Fig. 1: cell area per tile
The die is cut into 14 by 14 equal tiles; black is low, pale yellow is high, 0 to 100% covered.
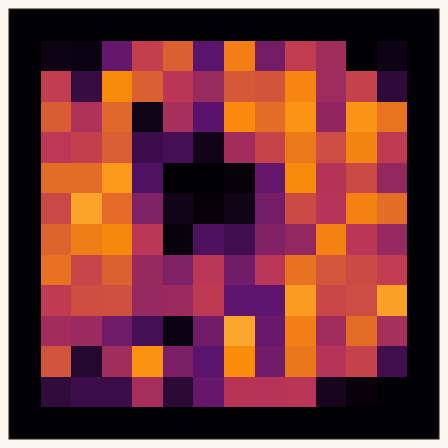
Fig. 2: metal 3
Scale bar: 50 um.
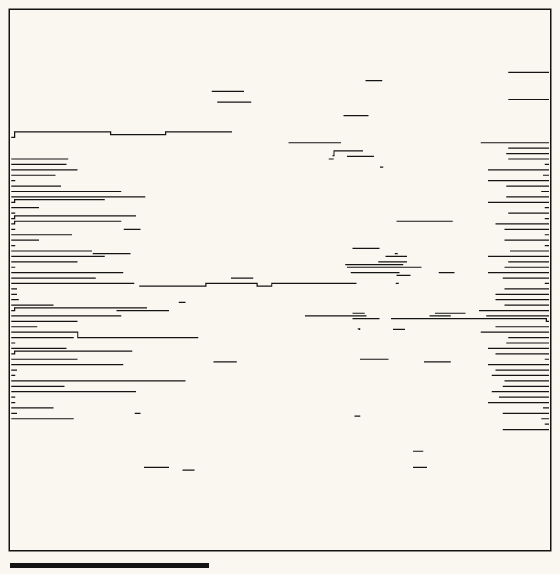
### src/rtl/cpu_types_pkg.sv
// Shared CPU types: machine word, fetch FSM states, PC increment.
package cpu_types_pkg;

  typedef logic [31:0] word_t;

  typedef enum logic [1:0] {
    FETCH,
    HOLD,
    HALTED
  } fetch_state_t;

  localparam word_t PC_STEP = 32'd4;

endpackage

### src/rtl/fetch_unit_pc_reg.sv
// Program counter register: synchronous reset to INIT, load on ld_i.
module pc_reg #(
  parameter int              W    = 32,
  parameter logic [W-1:0]    INIT = '0
) (
  input  logic         clk_i,
  input  logic         rst_i,
  input  logic         ld_i,
  input  logic [W-1:0] d_i,
  output logic [W-1:0] q_o
);

  logic [W-1:0] pc_q;

  always_ff @(posedge clk_i) begin
    if (rst_i) begin
      pc_q <= INIT;
    end else if (ld_i) begin
      pc_q <= d_i;
    end
  end

  assign q_o = pc_q;

endmodule

### src/rtl/fetch_unit.sv
// Instruction fetch stage: PC, imem request, IF/ID write/flush control.
module fetch_unit
  import cpu_types_pkg::*;
#(
  parameter logic [31:0] PC_INIT = 32'h00000000,
  parameter int          WORD_W  = 32
) (
  input  logic              CLK,
  input  logic              RST,
  input  logic              ihit,
  input  logic [WORD_W-1:0] imemload,
  output logic              imemREN,
  output logic [WORD_W-1:0] imemaddr,
  input  logic              stall,
  input  logic              redirect_valid,
  input  logic [WORD_W-1:0] redirect_addr,
  input  logic              halt_req,
  output logic [WORD_W-1:0] ifinstr,
  output logic [WORD_W-1:0] ifJALjump_addr,
  output logic              ifW,
  output logic              ifRST,
  output logic              halted
);

  fetch_state_t      state_q, state_d;
  logic [WORD_W-1:0] hold_instr_q, hold_instr_d;
  logic [WORD_W-1:0] pc, pc_inc, pc_d;
  logic              pc_ld;

  pc_reg #(
    .W    (WORD_W),
    .INIT (WORD_W'(PC_INIT))
  ) u_pc (
    .clk_i (CLK),
    .rst_i (RST),
    .ld_i  (pc_ld),
    .d_i   (pc_d),
    .q_o   (pc)
  );

  assign pc_inc         = pc + WORD_W'(PC_STEP);
  assign imemaddr       = pc;
  assign ifJALjump_addr = pc_inc;

  always_ff @(posedge CLK) begin
    if (RST) begin
      state_q      <= FETCH;
      hold_instr_q <= '0;
    end else begin
      state_q      <= state_d;
      hold_instr_q <= hold_instr_d;
    end
  end

  always_comb begin
    state_d      = state_q;
    hold_instr_d = hold_instr_q;
    pc_d         = pc_inc;
    pc_ld        = 1'b0;
    imemREN      = 1'b0;
    ifinstr      = '0;
    ifW          = 1'b0;
    ifRST        = 1'b0;
    halted       = 1'b0;
    if (RST) begin
      ifRST = 1'b1;
    end else begin
      unique case (state_q)
        FETCH, HOLD: begin
          imemREN = (state_q == FETCH);
          ifinstr = (state_q == FETCH) ? imemload : hold_instr_q;
          if (halt_req) begin
            imemREN = 1'b0;
            ifRST   = 1'b1;
            state_d = HALTED;
          end else if (redirect_valid) begin
            // word-align the target; drop any held/in-flight instr
            ifRST   = 1'b1;
            pc_ld   = 1'b1;
            pc_d    = redirect_addr & ~WORD_W'(3);
            state_d = FETCH;
          end else if (state_q == HOLD) begin
            if (!stall) begin
              ifW     = 1'b1;
              pc_ld   = 1'b1;
              state_d = FETCH;
            end
          end else if (ihit) begin
            if (!stall) begin
              ifW   = 1'b1;
              pc_ld = 1'b1;
            end else begin
              hold_instr_d = imemload;
              state_d      = HOLD;
            end
          end
        end
        HALTED: begin
          halted = 1'b1;
        end
        default: begin
          state_d = FETCH;
        end
      endcase
    end
  end

endmodule

### config.mk
export PLATFORM = sky130hd
export DESIGN_NAME = fetch_unit
export DESIGN_NICKNAME = d
export VERILOG_FILES = /design/src/rtl/cpu_types_pkg.sv /design/src/rtl/fetch_unit_pc_reg.sv /design/src/rtl/fetch_unit.sv
export SDC_FILE = /design/constraint.sdc
export NUM_CORES = 1
export LEC_CHECK = 0
export ABC_AREA = 0
export ABC_CLOCK_PERIOD_IN_PS = 5060
export CAP_MARGIN = 10
export CORE_MARGIN = 10
export CORE_UTILIZATION = 30
export CTS_CLUSTER_SIZE = 16
export DETAILED_ROUTE_END_ITERATION = 6
export PLACE_DENSITY = 0.62
export SLEW_MARGIN = 20
export SYNTH_ARGS = -nofsm -noshare
export SYNTH_HDL_FRONTEND = slang
export SYNTH_SLANG_ARGS = --single-unit
### constraint.sdc
create_clock -name CLK -period 5.06 [get_ports CLK]
set_input_delay 1.012 -clock CLK [delete_from_list [all_inputs] [get_ports CLK]]
set_output_delay 1.012 -clock CLK [all_outputs]
set_load 0.02 [all_outputs]
==> run summary <==
Flow results follow.

The critical path endpoint has a required time of just over 4 ns. The synthesized area per cell is ~7.5 sq um. The xor and xnor fraction of the mapped netlist area is 6.11%. The later pin in the worst-skew pair is clocked with a latency of between 0.3 and 0.4 ns. The reg-to-reg setup timing slack is between 2 and 3 ns.

The multiplexer share of the synthesized area is 8.97%. The combined area of the multi-input logic cells is roughly 2500 sq um. The power density over the cells is 255 nW/um^2. The maximum number of pins on one net before global-route repair is 62. The number of warning messages in the yosys log is 0.

The critical path start-end classification is reg2out. The flow ran to the end, and the final reports show no timing, DRC or antenna violations. For the completed layout, the total cell area is recorded as 6090 sq um. The total tool warning count is 28. The overall die area is around 18,000 sq um. The number of hold violations in the final report is 0. The critical path maximum fanout is 12. The cell area reported after detailed placement is 5760 sq um. The sequential cell area is approximately 1300 sq um. The final antenna-violating net count is 0.

Setup repair after global routing left no endpoint under its margin. The number of global-route vias before repair came to around 4,500. The clock arrives with 0.00755 ns of skew. The initial antenna violation count is 0. Per Yosys stat, the portion of area used by sequential elements is between 30% and 40%.

STA shows the worst min-delay path finishing at hold_instr_q[29]$_SDFFE_PP0P_. The synthesized netlist has a Yosys-reported chip area of about 4000 sq um. The final sum of negative setup slack is 0 ns.

The tightest hold path in the finished design has a slack of ~0.45 ns. VDD sags by at most 146 uV. After Yosys synthesis, full adders, half adders and majority gates account for less than 1% of the synthesized area.

Per the timing report, the most critical flop-to-flop path originates at u_pc.q_o[2]$_SDFFE_PP0P_. Overall routing resource usage recorded by global route was 15.4%. The H-tree generated during clock tree synthesis spans 3 levels.

Derived from the worst setup path, the maximum achievable clock frequency is 237 MHz. The report gives the cell count of the worst hold path as 2. The worst reg2reg path depth is 7.

The largest total area in the synthesized netlist belongs to dfxtp_1. The clock-pin slew on the worst setup and hold paths is about 0.06 ns. The transition time of the tightest slew-check pin is approximately 0.78 ns.

The number of port buffers is 163. The global route total overflow is 0. Per the TritonCTS log, the buffer count is 9.

The clock root buffer master is clkbuf_16. The count of antenna diodes in the layout is 0. From synthesis to final layout, the design area changed by 51.7%. At the end of routability-driven placement, the weighted congestion stood at between 0.8 and 0.9.

By area the synthesized netlist is led by dfxtp_1, nand2_1, mux2i_1. The count of flip-flops with a built-in enable after synthesis is 0. The number of gates resized after CTS was 0. The number of detailed-route iterations in the first pass is 5. The first global-routing pass estimated about 23 mm of wire. The classification of the worst-slack hold path is reg2reg. For this design, Yosys synthesis ends with a cell count of roughly 540. The number of inserted filler cells in the final layout is 1,271. The post-synthesis sequential element count is around 64.

The count of unique library cells instantiated by Yosys is approximately 54. The detailed-route vias per instance is about 5.1. In the final design database the tool counted ~750 nets.

The worst-case headroom to the max-slew limit is 48.0%. For reference, simple AND, OR, NAND and NOR cells occupy ~28% of the area reported after synthesis. The endpoint arrival time on the critical path is around 3.2 ns. The commonest register cell is dfxtp_1. STA classifies the critical path endpoint as a primary output.

The proportion of synthesized flip-flops having asynchronous set or reset is 0%. Per the finish-stage timing summary, setup violations number 0. Measured along the y axis, the die boundary spans approximately 140 um. Looking at the reg2reg group, the worst path ends at u_pc.q_o[18]$_SDFFE_PP0P_. In the synthesized netlist, the dominant kind of combinational cell is simple AND/OR/NAND/NOR gates. The worst setup path is launched from a register. Yosys reports that the most numerous cell types are nand2_1, dfxtp_1, nor2_1.

In the finished design, the share of the clock period the worst path needs comes to 83.4%. The die extent in x is about 140 um. The startpoint identified for the worst hold timing path is hold_instr_q[29]$_SDFFE_PP0P_. The share of layout cells above drive strength 1 is ~5.9%.

The post-route DRC violation count is 0. The detailed placement HPWL is 10.6 mm. The final count of pins violating max slew is 0.

Synthesis produced ~540 cells. The cell leakage power is 2.16 nW.
About Fig. 1:
fullest tile: 81%
tiles over 75% full: 4.1%
mean over tiles: 32%
nearly empty tiles: 30%
core region area: 13,200 sq um
core utilization before placement: 30.4%
post-route core utilization: 46.2%

About Fig. 2:
share of all routed wire: 12%
main direction: horizontal
wire length on this layer: 1,700 um
nets with wire on the layer: 133
longest straight run: 43.5 um
vias after detailed routing: 4,375
global routing met3 resource utilization: 6.19%
DRT Wirelength: 14.4 mm

[cells in the final DEF (no fill, tap or decap), types with 3 or more instances in the layout]
cell / count
nand4_1: 8
clkbuf_16: 9
o22ai_1: 3
mux2i_1: 36
clkbuf_8: 3
nor4_1: 4
buf_4: 10
clkdlybuf4s50_1: 162
xor2_1: 8
conb_1: 4
nor3_1: 7
dfxtp_1: 63
o31ai_1: 6
a21oi_1: 45
a31oi_1: 6
o21ai_0: 16
nand2_1: 103
a22oi_1: 4
xnor2_1: 20
a32o_1: 8
nor2_1: 64
nand4_4: 3
and3_1: 8
inv_1: 9
nand3_1: 19
a21o_1: 6
a22o_1: 5
[worst max path at each step]
stage | from | end | slack [ns] | cells after the start
after floorplan | RST | ifinstr[10] | 1.92 | 5
after detailed placement | stall | ifW | 1.03 | 6
after global routing | u_pc.q_o[2]$_SDFFE_PP0P_ | ifJALjump_addr[18] | 0.57 | 7
final | u_pc.q_o[2]$_SDFFE_PP0P_ | ifJALjump_addr[18] | 0.84 | 7
after CTS | u_pc.q_o[2]$_SDFFE_PP0P_ | ifJALjump_addr[18] | 0.82 | 7
after global placement | stall | ifW | 1.05 | 6
[registers in the layout (all words and copies together), names as in the netlist]
| register | flops |
|---|---|
| u_pc.q_o | 30 |
| hold_instr_q | 32 |
| state_q | 2 |
[through the flow]
step           total power, mW  instances  worst slack (ns)  util, %
3_5_place_dp             0.866        841              1.03     43.6
4_1_cts                   1.57        857             0.818     46.2
3_3_place_gp             0.861        841              1.05     43.6
2_1_floorplan            0.703        540              1.92        -
6_report                  1.55        857             0.841     46.2
5_1_grt                   1.61        857             0.575     46.2
[kinds of logic (layout without fill, tap and decap cells)]
family | Yosys count | after routing
compound gates | 115 | 115
xor+xnor | 28 | 28
fa+ha+maj | 1 | 1
buf+inv | 57 | 198
flops | 64 | 64
mux | 36 | 36
other cells | 1 | 4
simple gates | 235 | 235
[cell type report]
| class | count | share of cell area, % |
|---|---|---|
| clock buffer | 14 | 4.50 |
| clock inverter | 2 | 0.986 |
| inverter | 9 | 0.555 |
| multi-input combinational | 419 | 41.4 |
| sequential | 64 | 21.1 |
| tap | 176 | 3.62 |
| timing repair buffer | 173 | 27.9 |
[power by group]
group | leakage [nW] | switching, mW | total, mW | internal [mW]
clock network | 0.163 | 0.224 | 0.696 | 0.472
logic | 1.48 | 0.157 | 0.309 | 0.152
registers | 0.519 | 0.0247 | 0.545 | 0.521
total | 2.16 | 0.406 | 1.55 | 1.14
[layer usage]
metal  vias to the layer above  global-route usage (%)  share of wire (%)
met4                         0                    5.44                1.2
met3                        13                    6.19                 12
met2                       187                    25.4                 47
li1                       2155                       -                  -
met5                         -                       0                  0
met1                      2020                    17.5                 40
[worst max-delay path, stage by stage, from the launching register on]
cell and delay [ns]:
dfxtp_1 0.44, ha_1 0.31, nand4_2 0.23, nor4_4 0.71
buf_4 0.26, nand3_1 0.12, xnor2_1 0.17, clkdlybuf4s50_1 0.63
Power figures rest on the tool's default switching activity, not on a simulated workload.
